File: src/rtl/mu0_pkg.sv
// Shared MU0 controller definitions: opcodes, ALU function codes, FSM states
// and the packed control-word bundle driven towards the datapath.
package mu0_pkg;

  localparam int unsigned OPW   = 4;
  localparam int unsigned ALUW  = 2;
  localparam int unsigned WAITW = 8;
  localparam int unsigned ICW   = 16;

  localparam logic [OPW-1:0] OP_LDA = OPW'(0);
  localparam logic [OPW-1:0] OP_STA = OPW'(1);
  localparam logic [OPW-1:0] OP_ADD = OPW'(2);
  localparam logic [OPW-1:0] OP_SUB = OPW'(3);
  localparam logic [OPW-1:0] OP_JMP = OPW'(4);
  localparam logic [OPW-1:0] OP_JGE = OPW'(5);
  localparam logic [OPW-1:0] OP_JNE = OPW'(6);
  localparam logic [OPW-1:0] OP_STP = OPW'(7);

  localparam logic [ALUW-1:0] ALU_PASSB = 2'b00;
  localparam logic [ALUW-1:0] ALU_ADD   = 2'b01;
  localparam logic [ALUW-1:0] ALU_SUB   = 2'b10;
  localparam logic [ALUW-1:0] ALU_INC   = 2'b11;

  typedef enum logic [1:0] {
    ST_FETCH = 2'd0,
    ST_EXEC  = 2'd1,
    ST_HALT  = 2'd2
  } state_t;

  typedef struct packed {
    logic            mem_rq;
    logic            rnw;
    logic            xsel;
    logic            ysel;
    logic [ALUW-1:0] alufs;
    logic            acc_en;
    logic            pc_en;
    logic            ir_en;
    logic            acc_oe;
    logic            halted;
  } ctrl_t;

  localparam ctrl_t CTRL_IDLE = '0;

endpackage

File: src/rtl/mu0_control_if.sv
// Controller <-> datapath/memory signal bundle. master = sequencer side,
// slave = datapath side.
interface mu0_control_if;
  import mu0_pkg::*;

  logic [OPW-1:0]  F;
  logic            N;
  logic            Z;
  logic            MemAck;
  logic            MemRq;
  logic            RnW;
  logic            Xsel;
  logic            Ysel;
  logic [ALUW-1:0] ALUfs;
  logic            AccEn;
  logic            PCEn;
  logic            IREn;
  logic            AccOE;
  logic            Halted;
  logic            MemTimeout;

  modport master (
    input  F, N, Z, MemAck,
    output MemRq, RnW, Xsel, Ysel, ALUfs, AccEn, PCEn, IREn, AccOE, Halted, MemTimeout
  );

  modport slave (
    output F, N, Z, MemAck,
    input  MemRq, RnW, Xsel, Ysel, ALUfs, AccEn, PCEn, IREn, AccOE, Halted, MemTimeout
  );

endinterface

File: src/rtl/mu0_decode.sv
// Purely combinational EXEC-phase control decode from opcode, flags and ack.
// Memory-backed enables are gated by ack so registers load only once data is valid.
module mu0_decode
  import mu0_pkg::*;
(
  input  logic [OPW-1:0] i_f,
  input  logic           i_n,
  input  logic           i_z,
  input  logic           i_mem_ack,
  output ctrl_t          o_ctrl
);

  always_comb begin
    o_ctrl = CTRL_IDLE;
    case (i_f)
      OP_LDA: begin
        o_ctrl.mem_rq = 1'b1;
        o_ctrl.rnw    = 1'b1;
        o_ctrl.xsel   = 1'b1;
        o_ctrl.alufs  = ALU_PASSB;
        o_ctrl.acc_en = i_mem_ack;
      end
      OP_STA: begin
        o_ctrl.mem_rq = 1'b1;
        o_ctrl.rnw    = 1'b0;
        o_ctrl.xsel   = 1'b1;
        o_ctrl.acc_oe = 1'b1;
      end
      OP_ADD, OP_SUB: begin
        o_ctrl.mem_rq = 1'b1;
        o_ctrl.rnw    = 1'b1;
        o_ctrl.xsel   = 1'b1;
        o_ctrl.ysel   = 1'b0;
        o_ctrl.alufs  = (i_f == OP_ADD) ? ALU_ADD : ALU_SUB;
        o_ctrl.acc_en = i_mem_ack;
      end
      // Jumps pass IR[11:0] through the ALU into PC; no memory cycle
      OP_JMP, OP_JGE, OP_JNE: begin
        o_ctrl.xsel  = 1'b1;
        o_ctrl.alufs = ALU_PASSB;
        o_ctrl.pc_en = (i_f == OP_JMP) ? 1'b1 :
                       (i_f == OP_JGE) ? ~i_n : ~i_z;
      end
      default: ;
    endcase
  end

endmodule

File: src/rtl/mu0_control.sv
// MU0 fetch/execute sequencer with memory wait states and a sticky timeout.
// Optional MU0_INSTR_COUNT_EN adds a 16-bit completed-instruction counter.
module mu0_control
  import mu0_pkg::*;
#(
  parameter int unsigned MAX_WAIT = 15
)(
  input  logic          Clk,
  input  logic          Reset,
  mu0_control_if.master bus
`ifdef MU0_INSTR_COUNT_EN
  ,
  output logic [ICW-1:0] InstrCount
`endif
);

  state_t           r_state;
  state_t           w_next;
  logic [WAITW-1:0] r_wait;
  logic             r_timeout;
  logic             w_wait_inc;
  logic             w_timeout_hit;
  ctrl_t            w_dec;
  ctrl_t            w_out;

  mu0_decode u_decode (
    .i_f       (bus.F),
    .i_n       (bus.N),
    .i_z       (bus.Z),
    .i_mem_ack (bus.MemAck),
    .o_ctrl    (w_dec)
  );

  // State register, wait counter and sticky timeout
  always_ff @(posedge Clk) begin
    if (Reset) begin
      r_state   <= ST_FETCH;
      r_wait    <= '0;
      r_timeout <= 1'b0;
    end else begin
      r_state <= w_next;
      if (w_next != r_state)
        r_wait <= '0;
      else if (w_wait_inc)
        r_wait <= r_wait + WAITW'(1);
      if (w_timeout_hit)
        r_timeout <= 1'b1;
    end
  end

  // Next state: memory states wait for ack, bounded by MAX_WAIT wait cycles
  always_comb begin
    w_next        = r_state;
    w_wait_inc    = 1'b0;
    w_timeout_hit = 1'b0;
    case (r_state)
      ST_FETCH, ST_EXEC: begin
        if (r_state == ST_EXEC && !w_dec.mem_rq) begin
          w_next = (bus.F == OP_STP) ? ST_HALT : ST_FETCH;
        end else if (bus.MemAck) begin
          w_next = (r_state == ST_FETCH) ? ST_EXEC : ST_FETCH;
        end else if (r_wait == WAITW'(MAX_WAIT - 1)) begin
          w_next        = ST_HALT;
          w_timeout_hit = 1'b1;
        end else begin
          w_wait_inc = 1'b1;
        end
      end
      ST_HALT: w_next = ST_HALT;
      default: w_next = ST_HALT;
    endcase
  end

  // Output decode; Reset overrides everything
  always_comb begin
    w_out = CTRL_IDLE;
    case (r_state)
      ST_FETCH: begin
        w_out.mem_rq = 1'b1;
        w_out.rnw    = 1'b1;
        w_out.xsel   = 1'b0;
        w_out.ysel   = 1'b1;
        w_out.alufs  = ALU_INC;
        w_out.pc_en  = bus.MemAck;
        w_out.ir_en  = bus.MemAck;
      end
      ST_EXEC: w_out = w_dec;
      ST_HALT: w_out.halted = 1'b1;
      default: ;
    endcase
    if (Reset)
      w_out = CTRL_IDLE;
  end

  assign bus.MemRq      = w_out.mem_rq;
  assign bus.RnW        = w_out.rnw;
  assign bus.Xsel       = w_out.xsel;
  assign bus.Ysel       = w_out.ysel;
  assign bus.ALUfs      = w_out.alufs;
  assign bus.AccEn      = w_out.acc_en;
  assign bus.PCEn       = w_out.pc_en;
  assign bus.IREn       = w_out.ir_en;
  assign bus.AccOE      = w_out.acc_oe;
  assign bus.Halted     = w_out.halted;
  assign bus.MemTimeout = r_timeout & ~Reset;

`ifdef MU0_INSTR_COUNT_EN
  logic [ICW-1:0] r_icount;
  logic           w_instr_done;

  // Completed EXEC of a real opcode (0..7); NOPs and timeouts don't count
  assign w_instr_done = (r_state == ST_EXEC) && (w_next != ST_EXEC) &&
                        !w_timeout_hit && !bus.F[OPW-1];

  always_ff @(posedge Clk) begin
    if (Reset)
      r_icount <= '0;
    else if (w_instr_done)
      r_icount <= r_icount + ICW'(1);
  end

  assign InstrCount = r_icount;
`endif

endmodule

File: src/flat_wrapper.sv
// flat-port wrapper written by rule: the top's interface ports become plain ports
module mu0_control_flat import mu0_pkg::*;
#(
  parameter int unsigned MAX_WAIT = 15
)
  (Clk, Reset, bus_F, bus_N, bus_Z, bus_MemAck, bus_MemRq, bus_RnW, bus_Xsel, bus_Ysel, bus_ALUfs, bus_AccEn, bus_PCEn, bus_IREn, bus_AccOE, bus_Halted, bus_MemTimeout);
  mu0_control_if bus_i ();
  input  logic Clk;
  input  logic Reset;
  input wire logic [$bits(bus_i.F)-1:0] bus_F;
  input wire logic [$bits(bus_i.N)-1:0] bus_N;
  input wire logic [$bits(bus_i.Z)-1:0] bus_Z;
  input wire logic [$bits(bus_i.MemAck)-1:0] bus_MemAck;
  output wire logic [$bits(bus_i.MemRq)-1:0] bus_MemRq;
  output wire logic [$bits(bus_i.RnW)-1:0] bus_RnW;
  output wire logic [$bits(bus_i.Xsel)-1:0] bus_Xsel;
  output wire logic [$bits(bus_i.Ysel)-1:0] bus_Ysel;
  output wire logic [$bits(bus_i.ALUfs)-1:0] bus_ALUfs;
  output wire logic [$bits(bus_i.AccEn)-1:0] bus_AccEn;
  output wire logic [$bits(bus_i.PCEn)-1:0] bus_PCEn;
  output wire logic [$bits(bus_i.IREn)-1:0] bus_IREn;
  output wire logic [$bits(bus_i.AccOE)-1:0] bus_AccOE;
  output wire logic [$bits(bus_i.Halted)-1:0] bus_Halted;
  output wire logic [$bits(bus_i.MemTimeout)-1:0] bus_MemTimeout;
  assign bus_i.F = bus_F;
  assign bus_i.N = bus_N;
  assign bus_i.Z = bus_Z;
  assign bus_i.MemAck = bus_MemAck;
  assign bus_MemRq = bus_i.MemRq;
  assign bus_RnW = bus_i.RnW;
  assign bus_Xsel = bus_i.Xsel;
  assign bus_Ysel = bus_i.Ysel;
  assign bus_ALUfs = bus_i.ALUfs;
  assign bus_AccEn = bus_i.AccEn;
  assign bus_PCEn = bus_i.PCEn;
  assign bus_IREn = bus_i.IREn;
  assign bus_AccOE = bus_i.AccOE;
  assign bus_Halted = bus_i.Halted;
  assign bus_MemTimeout = bus_i.MemTimeout;
  mu0_control #(.MAX_WAIT(MAX_WAIT)) u_core (.Clk(Clk), .Reset(Reset), .bus(bus_i));
endmodule
File: config.mk
export PLATFORM = sky130hd
export DESIGN_NAME = mu0_control_flat
export DESIGN_NICKNAME = d
export VERILOG_FILES = /design/src/rtl/mu0_pkg.sv /design/src/rtl/mu0_control_if.sv /design/src/rtl/mu0_decode.sv /design/src/rtl/mu0_control.sv /design/src/flat_wrapper.sv
export SDC_FILE = /design/constraint.sdc
export NUM_CORES = 1
export LEC_CHECK = 0
export CORE_MARGIN = 5
export CORE_UTILIZATION = 52
export CTS_BUF_LIST = sky130_fd_sc_hd__clkbuf_4 sky130_fd_sc_hd__clkbuf_8
export DETAILED_ROUTE_END_ITERATION = 16
export PLACE_DENSITY = 0.86
export SYNTH_ARGS = -nofsm -noshare
export SYNTH_HDL_FRONTEND = slang
export SYNTH_SLANG_ARGS = --single-unit
File: constraint.sdc
create_clock -name Clk -period 6.4 [get_ports Clk]
set_clock_uncertainty 0.2 [all_clocks]
set_input_delay 1.28 -clock Clk [delete_from_list [all_inputs] [get_ports Clk]]
set_output_delay 1.28 -clock Clk [all_outputs]
set_load 0.03 [all_outputs]
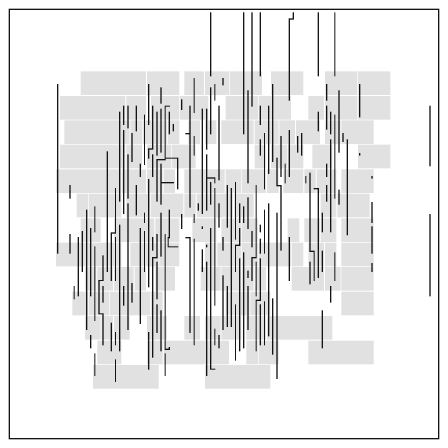
Figure 1: met2 routing.
Cells faint in the background.
The wires run mostly vertical. The layer holds 48% of the routed length. The longest straight run is 18.7 µm. The layer carries 873 µm of wire.

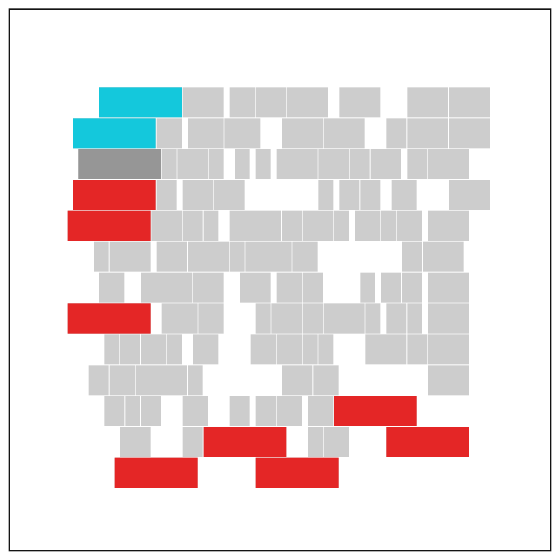
Figure 2: sequential cells grouped by signal name.
Key: red = u_core.r_wait [placed flops 8]; cyan = u_core.r_state [placed flops 2]
Another 1 sequential cells are not coloured.

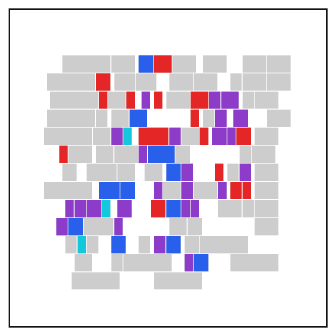
Figure 3: gate families picked out.
Key: red = NOR gates [cells 15]; cyan = inverters [cells 3]; blue = AND and OR gates [cells 11]; purple = NAND gates [cells 25]

==> qor.log <==
[routing] routed vias 776
[worst_setup_path] CP startpoint kind input pin
[hold_path] hold path startpoint u_core.r_wait[2]
[routing] Routed Wire Length 1.82 mm
[cts] clock tree root driver cell sky130_fd_sc_hd__clkbuf_4
[worst_setup_path] crit path capture type primary output
[synthesis] Mapped Cells 97
[synthesis] count of yosys warnings during synthesis 0
[worst_setup_path] CP Class in2out
[routing] first-pass iteration count of the detailed router 4
[sta] number of pins with negative max-slew slack in the final report 0
[place] placed instance count 127
[finish] number of antenna repair diodes 0
[outcome] result of the run completed
[synthesis] cells in synth_stat.txt 97
[routing] DR WL/cell 13.9 µm
[sta] summed negative setup slack over all endpoints 0 ns
[routing] First DRT Iteration DRCs 25
[worst_setup_path] launching point of the worst reg2reg path u_core.r_wait[0]
[sta] post-layout period usage of the worst path 72.6%
[finish] final standard cell count with taps included and fillers excluded 131
[worst_setup_path] Required @ worst endpoint 4.92 ns
[worst_setup_path] FF-to-FF End u_core.r_wait[4]
[synthesis] share of the yosys chip area belonging to registers 30.0%
[cts] number of gates resized after cts 0
[synthesis] top cells, area sky130_fd_sc_hd__dfxtp_1 (30%), sky130_fd_sc_hd__a21oi_1 (6.8%), sky130_fd_sc_hd__nand3_1 (6.8%)
[finish] fraction of final layout cells with drive strength greater than 1 9.48%
[synthesis] fraction of registers with async set or reset after synthesis 0%
[place] gpl congestion 0.833
[synthesis] leading cell types by count after synthesis sky130_fd_sc_hd__dfxtp_1 (11), sky130_fd_sc_hd__a21oi_1 (10), sky130_fd_sc_hd__nand2_1 (10), sky130_fd_sc_hd__nand3_1 (10), sky130_fd_sc_hd__nor2_1 (8)
[global_route] GR Util All Layers 18.4%
[cts] CTS buffer count 3
[cts] Worst-path clk slew 0.07 ns
[cts] clk_lat worst skew 0.26 ns
[finish] Layout Area Growth over Synthesis 29.0%
[floorplan] core box area 1320 µm²
[synthesis] chip area from the yosys synthesis statistics 734 µm²
[power_and_ir_drop] leak pwr 0.310 nW
[synthesis] nets in the synthesized netlist 108
[flow_run] Tool Warnings 27
[sta] top achievable clock speed 0.215 GHz
[cts] buffers inserted during post-CTS setup optimization 0
[routing] remaining routing DRC violations 0
[global_route] via count of the first global-routing pass 657
[cts] CTS Hold Buffers Added 0
[synthesis] count leader, synth sky130_fd_sc_hd__dfxtp_1
[sta] slew of the pin with the lowest slew margin 0.855 ns
[finish] fill cell total of the finished layout 100
[power_and_ir_drop] total power 0.162 mW
[power_and_ir_drop] IR Drop Worst-Case VDD 0.127 mV
[floorplan] Die X-Extent 47.6 µm
[sta] RSZ-0062 raised after global routing no
[cts] H-tree depth 1
[flow_run] number of max-capacitance violations reported 0
[hold_path] number of cells on the worst hold path 1
[synthesis] cell type with the largest total area after synthesis sky130_fd_sc_hd__dfxtp_1
[finish] net count reported at finish 128
[cts] clock net sink count 11
[synthesis] average size of a mapped cell 7.57 µm²
[finish] share of the core filled with cells 71.9%
[sta] Period minus WS final 4.65 ns
[worst_setup_path] maximum net fanout on the critical path 10
[cts] maximum clock insertion buffer count 2
[place] placed wire-length estimate 1.35 mm
[synthesis] flip-flop cell with the highest count after synthesis sky130_fd_sc_hd__dfxtp_1
[sta] Hold Vio Cnt, Final 0
[floorplan] io pins 21
[synthesis] number of register bits inferred by synthesis 11
[global_route] first-pass GRT wire length 2.92 mm
[global_route] maximum number of pins on one net before global-route repair 11
[sta] relative slew slack 42.5%
[global_route] antenna violations before repair 0
## cell type report
cell class	count	area (µm²)	share of cell area, %
well taps	15	18.8	1.98
flip-flops and latches	11	220	23.2
inverters	3	11.3	1.19
multi-input cells	78	467	49.3
clock buffers	4	30.0	3.17
repair buffers	20	200	21.1
## state kept, by name, indices dropped and copies added, names as in the netlist
register          flops
u_core.r_wait         8
u_core.r_timeout      1
u_core.r_state        2
## critical path: stages
cell                              delay, ns
sky130_fd_sc_hd__clkdlybuf4s50_1       0.49
sky130_fd_sc_hd__or2_2                 0.40
sky130_fd_sc_hd__nor4_1                0.28
sky130_fd_sc_hd__clkdlybuf4s50_1       0.71
## metrics by stage
stage | cell area (µm²) | setup slack (ns) | hold WS [ns]
floorplan | 734 | 2.19 | 0.276
CTS | 947 | 1.76 | 0.328
detailed placement | 917 | 1.77 | 0.318
global placement | 917 | 1.78 | 0.293
global route | 947 | 1.65 | 0.354
finish | 947 | 1.75 | 0.326
## how the worst max path moves through the flow
stage                     start         to  slack, ns  cells after the start
after floorplan           Reset  bus_AccOE       2.19                      3
after global routing      Reset  bus_AccOE       1.65                      4
after detailed placement  Reset  bus_AccOE       1.77                      4
after CTS                 Reset  bus_AccOE       1.76                      4
final                     Reset  bus_AccOE       1.75                      4
after global placement    Reset  bus_AccOE       1.78                      4
## cell usage in the layout (no fill, tap or decap), drive strengths merged, types with 2 or more instances in the layout
cell / instances
or2: 2
ha: 2
or3: 5
nor3b: 2
nand2: 10
nand3: 10
nor4: 3
a211oi: 3
dfxtp: 11
inv: 3
clkdlybuf4s50: 20
o21bai: 2
nand2b: 3
and3: 2
a31oi: 4
clkbuf: 4
a21oi: 10
nor2: 8
## kinds of logic after synthesis
| logic type | after synthesis | synth area share, % |
|---|---|---|
| adders and majority gates | 2 | 3.41 |
| DFF | 11 | 30.0 |
| AOI/OAI and AO/OA | 24 | 20.8 |
| and+or+nand+nor | 51 | 38.0 |
| muxes | 1 | 1.36 |
| buffers and inverters | 8 | 6.47 |
## report_power, final
part | internal (mW) | total [mW] | switching (mW) | leakage (nW)
clock | 0.0283 | 0.0493 | 0.0211 | 0.0184
sequential | 0.0696 | 0.0720 | 0.00232 | 0.0890
combinational | 0.0176 | 0.0411 | 0.0234 | 0.202
total | 0.116 | 0.162 | 0.0468 | 0.310
## routing by layer
metal	global-route usage, %	routed length (µm)	part of all wire (%)	vias up
met3	6.02	153	8.4	6
li1	-	-	-	394
met4	6.45	21	1.2	0
met5	0	0	0	-
met2	31.6	872	48	24
met1	21.5	767	42	352
Power is estimated from default activity; no workload was simulated.
